`config.mk`:
```
export PLATFORM = sky130hd
export DESIGN_NAME = coherence_memory_control_flat
export DESIGN_NICKNAME = d
export VERILOG_FILES = /design/src/rtl/cpu_types_pkg.sv /design/src/rtl/cache_control_if.sv /design/src/rtl/bus_arbiter.sv /design/src/rtl/coherence_memory_control.sv /design/src/flat_wrapper.sv
export SDC_FILE = /design/constraint.sdc
export NUM_CORES = 1
export LEC_CHECK = 0
export ABC_AREA = 1
export CAP_MARGIN = 25
export CORE_AREA = 2 2 195 197
export DETAILED_ROUTE_END_ITERATION = 8
export DIE_AREA = 0 0 197 199
export GPL_TIMING_DRIVEN = 0
export SKIP_LAST_GASP = 1
export SYNTH_ARGS = -nofsm -noshare
export SYNTH_HDL_FRONTEND = slang
export SYNTH_HIERARCHICAL = 1
export SYNTH_SLANG_ARGS = --single-unit
```
`constraint.sdc`:
```
create_clock -name CLK -period 1.8 [get_ports CLK]
set_clock_uncertainty 0.15 [all_clocks]
set_input_delay 0.36 -clock CLK [delete_from_list [all_inputs] [get_ports CLK]]
set_output_delay 0.36 -clock CLK [all_outputs]
set_load 0.03 [all_outputs]
```
`src/rtl/cpu_types_pkg.sv`:
```
// Shared CPU-side types: bus word, RAM handshake state and the memory-controller FSM states.
package cpu_types_pkg;

  typedef logic [31:0] word_t;

  typedef enum logic [1:0] {FREE, BUSY, ACCESS, ERROR} ramstate_t;

  typedef enum logic [2:0] {IDLE, WB, SNOOP, C2C, RAMRD, IFETCH} memctl_state_t;

endpackage

```
`src/rtl/cache_control_if.sv`:
```
// Bundle between the per-core caches, the coherence bus controller and the RAM model.
interface cache_control_if #(
  parameter int unsigned CPUS = 2
) ();

  logic [CPUS-1:0] iREN, dREN, dWEN, ccwrite, cctrans;
  logic [CPUS-1:0] iwait, dwait, ccwait, ccinv;
  cpu_types_pkg::word_t [CPUS-1:0] iaddr, daddr, dstore;
  cpu_types_pkg::word_t [CPUS-1:0] iload, dload, ccsnoopaddr;
  cpu_types_pkg::word_t ramload, ramaddr, ramstore;
  cpu_types_pkg::ramstate_t ramstate;
  logic ramREN, ramWEN;

  modport cc (
    input  iREN, dREN, dWEN, iaddr, daddr, dstore, ccwrite, cctrans, ramload, ramstate,
    output iwait, dwait, iload, dload, ccwait, ccinv, ccsnoopaddr,
    output ramaddr, ramstore, ramREN, ramWEN
  );

endinterface

```
`src/rtl/bus_arbiter.sv`:
```
// Combinational pick of the next bus transaction: class priority writeback > dread > ifetch,
// and within a class the round-robin preferred core wins.
module bus_arbiter import cpu_types_pkg::*; #(
  parameter int unsigned CPUS = 2
) (
  input  logic [CPUS-1:0] iren,
  input  logic [CPUS-1:0] dren,
  input  logic [CPUS-1:0] dwen,
  input  logic [CPUS-1:0] cctrans,
  input  logic            rr,
  output logic            g,
  output memctl_state_t   kind,
  output logic            valid
);

  // dWEN with cctrans is a snoop flush answer, never a writeback request.
  logic [CPUS-1:0] wb;
  assign wb = dwen & ~cctrans;

  always_comb begin
    g     = rr;
    kind  = IDLE;
    valid = 1'b1;
    if (|wb) begin
      kind = WB;
      g    = wb[rr] ? rr : ~rr;
    end else if (|dren) begin
      kind = SNOOP;
      g    = dren[rr] ? rr : ~rr;
    end else if (|iren) begin
      kind = IFETCH;
      g    = iren[rr] ? rr : ~rr;
    end else begin
      valid = 1'b0;
    end
  end

endmodule

```
`src/rtl/coherence_memory_control.sv`:
```
// MSI bus controller: arbitrates icache/dcache words onto one RAM port and runs the snoop
// phase (invalidate, cache-to-cache forwarding of Modified data) against the other core.
module coherence_memory_control import cpu_types_pkg::*; #(
  parameter int unsigned CPUS    = 2,
  parameter int unsigned RR_INIT = 0
) (
  input logic         CLK,
  input logic         RST,
  cache_control_if.cc ccif
);

  memctl_state_t state, arb_kind;
  logic rr, g, o, arb_g, arb_valid, access;

  logic [CPUS-1:0] iwait, dwait, ccwait, ccinv;
  word_t [CPUS-1:0] iload, dload, snoopaddr;
  word_t ramaddr, ramstore;
  logic ramren, ramwen;

  assign o      = ~g;
  assign access = (ccif.ramstate == ACCESS);

  bus_arbiter #(.CPUS(CPUS)) u_arb (
    .iren    (ccif.iREN),
    .dren    (ccif.dREN),
    .dwen    (ccif.dWEN),
    .cctrans (ccif.cctrans),
    .rr      (rr),
    .g       (arb_g),
    .kind    (arb_kind),
    .valid   (arb_valid)
  );

  // BUSY and ERROR both leave the state untouched, so the word is simply retried.
  always_ff @(posedge CLK) begin
    if (RST) begin
      state <= IDLE;
      rr    <= (RR_INIT != 0);
      g     <= 1'b0;
    end else begin
      unique case (state)
        IDLE: begin
          if (arb_valid) begin
            state <= arb_kind;
            g     <= arb_g;
          end
        end
        WB: begin
          if (!ccif.dWEN[g]) begin
            state <= IDLE;
          end else if (access) begin
            state <= IDLE;
            rr    <= ~rr;
          end
        end
        SNOOP: begin
          if (!ccif.dREN[g])                       state <= IDLE;
          else if (ccif.dWEN[o] && ccif.cctrans[o]) state <= C2C;
          else                                      state <= RAMRD;
        end
        C2C, RAMRD: begin
          if (!ccif.dREN[g]) begin
            state <= IDLE;
          end else if (access) begin
            state <= IDLE;
            rr    <= ~rr;
          end
        end
        IFETCH: begin
          if (!ccif.iREN[g] || access) state <= IDLE;
        end
        default: state <= IDLE;
      endcase
    end
  end

  always_comb begin
    iwait     = '1;
    dwait     = '1;
    iload     = '0;
    dload     = '0;
    ccwait    = '0;
    ccinv     = '0;
    snoopaddr = '0;
    ramaddr   = '0;
    ramstore  = '0;
    ramren    = 1'b0;
    ramwen    = 1'b0;

    // The other core stays frozen from the snoop until the requester's word is done.
    if (state == SNOOP || state == C2C || state == RAMRD) begin
      ccwait[o]    = 1'b1;
      snoopaddr[o] = ccif.daddr[g];
      ccinv[o]     = ccif.ccwrite[g];
    end

    unique case (state)
      WB: begin
        ramwen   = 1'b1;
        ramaddr  = ccif.daddr[g];
        ramstore = ccif.dstore[g];
        if (access && ccif.dWEN[g]) dwait[g] = 1'b0;
      end
      C2C: begin
        dload[g] = ccif.dstore[o];
        ramwen   = 1'b1;
        ramaddr  = ccif.daddr[o];
        ramstore = ccif.dstore[o];
        if (access && ccif.dREN[g]) begin
          dwait[g] = 1'b0;
          dwait[o] = 1'b0;
        end
      end
      RAMRD: begin
        ramren  = 1'b1;
        ramaddr = ccif.daddr[g];
        if (access && ccif.dREN[g]) begin
          dload[g] = ccif.ramload;
          dwait[g] = 1'b0;
        end
      end
      IFETCH: begin
        ramren  = 1'b1;
        ramaddr = ccif.iaddr[g];
        if (access && ccif.iREN[g]) begin
          iload[g] = ccif.ramload;
          iwait[g] = 1'b0;
        end
      end
      default: ;
    endcase
  end

  assign ccif.iwait       = iwait;
  assign ccif.dwait       = dwait;
  assign ccif.iload       = iload;
  assign ccif.dload       = dload;
  assign ccif.ccwait      = ccwait;
  assign ccif.ccinv       = ccinv;
  assign ccif.ccsnoopaddr = snoopaddr;
  assign ccif.ramaddr     = ramaddr;
  assign ccif.ramstore    = ramstore;
  assign ccif.ramREN      = ramren;
  assign ccif.ramWEN      = ramwen;

endmodule
```
`src/flat_wrapper.sv`:
```
// flat-port wrapper written by rule: the top's interface ports become plain ports
module coherence_memory_control_flat import cpu_types_pkg::*;
#(
  parameter int unsigned CPUS    = 2,
  parameter int unsigned RR_INIT = 0
)
  (CLK, RST, ccif_iREN, ccif_dREN, ccif_dWEN, ccif_iaddr, ccif_daddr, ccif_dstore, ccif_ccwrite, ccif_cctrans, ccif_ramload, ccif_ramstate, ccif_iwait, ccif_dwait, ccif_iload, ccif_dload, ccif_ccwait, ccif_ccinv, ccif_ccsnoopaddr, ccif_ramaddr, ccif_ramstore, ccif_ramREN, ccif_ramWEN);
  cache_control_if #(.CPUS(CPUS)) ccif_i ();
  input logic CLK;
  input logic RST;
  input wire logic [$bits(ccif_i.iREN)-1:0] ccif_iREN;
  input wire logic [$bits(ccif_i.dREN)-1:0] ccif_dREN;
  input wire logic [$bits(ccif_i.dWEN)-1:0] ccif_dWEN;
  input wire logic [$bits(ccif_i.iaddr)-1:0] ccif_iaddr;
  input wire logic [$bits(ccif_i.daddr)-1:0] ccif_daddr;
  input wire logic [$bits(ccif_i.dstore)-1:0] ccif_dstore;
  input wire logic [$bits(ccif_i.ccwrite)-1:0] ccif_ccwrite;
  input wire logic [$bits(ccif_i.cctrans)-1:0] ccif_cctrans;
  input wire logic [$bits(ccif_i.ramload)-1:0] ccif_ramload;
  input wire logic [$bits(ccif_i.ramstate)-1:0] ccif_ramstate;
  output wire logic [$bits(ccif_i.iwait)-1:0] ccif_iwait;
  output wire logic [$bits(ccif_i.dwait)-1:0] ccif_dwait;
  output wire logic [$bits(ccif_i.iload)-1:0] ccif_iload;
  output wire logic [$bits(ccif_i.dload)-1:0] ccif_dload;
  output wire logic [$bits(ccif_i.ccwait)-1:0] ccif_ccwait;
  output wire logic [$bits(ccif_i.ccinv)-1:0] ccif_ccinv;
  output wire logic [$bits(ccif_i.ccsnoopaddr)-1:0] ccif_ccsnoopaddr;
  output wire logic [$bits(ccif_i.ramaddr)-1:0] ccif_ramaddr;
  output wire logic [$bits(ccif_i.ramstore)-1:0] ccif_ramstore;
  output wire logic [$bits(ccif_i.ramREN)-1:0] ccif_ramREN;
  output wire logic [$bits(ccif_i.ramWEN)-1:0] ccif_ramWEN;
  assign ccif_i.iREN = ccif_iREN;
  assign ccif_i.dREN = ccif_dREN;
  assign ccif_i.dWEN = ccif_dWEN;
  assign ccif_i.iaddr = ccif_iaddr;
  assign ccif_i.daddr = ccif_daddr;
  assign ccif_i.dstore = ccif_dstore;
  assign ccif_i.ccwrite = ccif_ccwrite;
  assign ccif_i.cctrans = ccif_cctrans;
  assign ccif_i.ramload = ccif_ramload;
  assign ccif_i.ramstate = ccif_ramstate;
  assign ccif_iwait = ccif_i.iwait;
  assign ccif_dwait = ccif_i.dwait;
  assign ccif_iload = ccif_i.iload;
  assign ccif_dload = ccif_i.dload;
  assign ccif_ccwait = ccif_i.ccwait;
  assign ccif_ccinv = ccif_i.ccinv;
  assign ccif_ccsnoopaddr = ccif_i.ccsnoopaddr;
  assign ccif_ramaddr = ccif_i.ramaddr;
  assign ccif_ramstore = ccif_i.ramstore;
  assign ccif_ramREN = ccif_i.ramREN;
  assign ccif_ramWEN = ccif_i.ramWEN;
  coherence_memory_control #(.CPUS(CPUS), .RR_INIT(RR_INIT)) u_core (.CLK(CLK), .RST(RST), .ccif(ccif_i));
endmodule
```
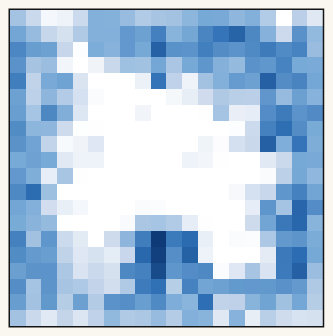
*Local utilization*
20 x 20 tiles, from white (low) to dark blue (high), 0 to 100% covered.
emptiest ninth of the die: centre
nearly empty tiles: 22%
fullest tile: 96%
mean over tiles: 33%
tiles over 75% full: 4.0%

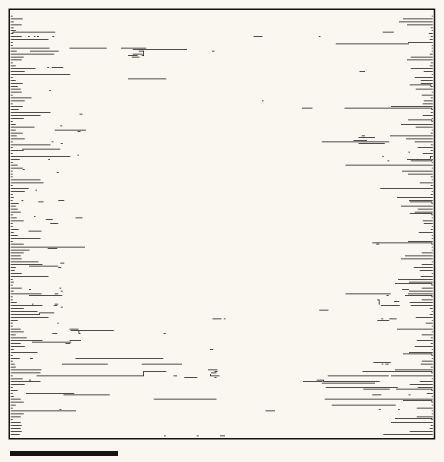
*Metal 3*
Scale bar: 50 µm.
nets with wire on the layer: 359
wire length on this layer: 2780 µm
share of all routed wire: 6.4%
longest straight run: 49.9 µm

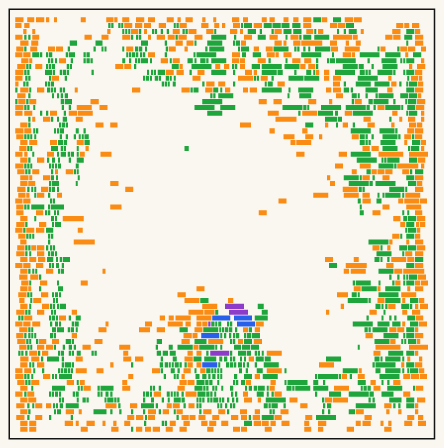
*Cell classes on the final placement*
[purple] clock drivers and dummy loads | cells: 4 | share of their area: 0.61%
[orange] remaining buffers and delay cells | cells: 629 | share of their area: 49%
[green] remaining logic cells | cells: 923 | share of their area: 50%
[blue] registers | cells: 5 | share of their area: 0.89%

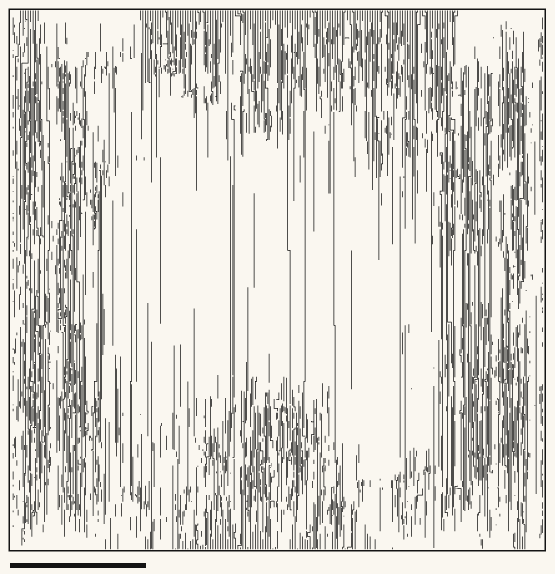
*The metal 2 layer*
Scale bar: 50 µm.
wire length on this layer: 22.1 mm
main direction: vertical

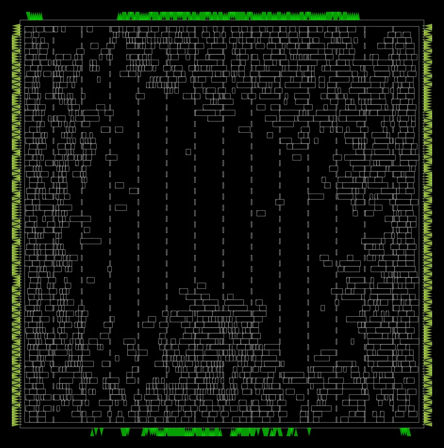
*Cell placement*
Fillers: 3932
fin util: 36.5%
tap cells: 474

==> metrics.yaml <==
status: "complete, but fails checks"
violations: "setup timing"
drt-total-wl_um: 43300
port_buffers: 503
drive_above_1_share_pct: 43.8
met1_usage_pct: 23.8
cts_buffers: 3
fp_util_pct: 12.5
grt_pass1_wl_um: 61000
critPathLaunchType: "flip-flop"
regMostFlops: "u_core/state"
final_cells: 2035
synthToLayoutAreaGrowth_pct: 192
pg_comb_mw: 4.54
seq_power_share_pct: 3.0
yosys_area_um2: 4650
first_pass_iters: 5
top_cells_by_count: "nand2_1 (369), inv_1 (195), nor2_1 (84), o22ai_1 (52), buf_2 (49)"
reg2reg_depth: 9
nNonClkInverters: 205
htreeDepth: 1
cts_max_path_buffers: 2
top_area_cell: "nand2_1"
logic_gate_count: 718
grtUsageMet3_pct: 2.73
maxCapViolations: 0
cellPowerDensity_nw_per_um2: 373
cp_cell_sequence: "inv_6 -> nand3_4 -> nor2_4 -> buf_12 -> buf_6 -> a22oi_1 -> nand4_1 -> clkdlybuf4s15_2"
xor_area_share_pct: 0
logic_area_um2: 5600
grt_max_degree: 11
antenna_found_initial: 1
finalInstanceArea_um2: 13500
non_clock_buffer_area_share_pct: 46.8
nNetsFinal: 1800
comb_power_share_pct: 89.7
tightest_slew_ns: 0.374
grt_pass1_vias: 9257
cp_max_fo: 10
setup_viol: 266
setup_ws_ns: -0.654
most_common_cell: "nand2_1"
synthArstFlopShare_pct: 0
nClkBuffers: 4
worstReg2RegEnd: "u_core/rr"
cts_tree: "done"
ctsHoldBuffers: 0
cp-end-kind: "primary output"
largest_reg_flops: 3
top_layer: "met4"
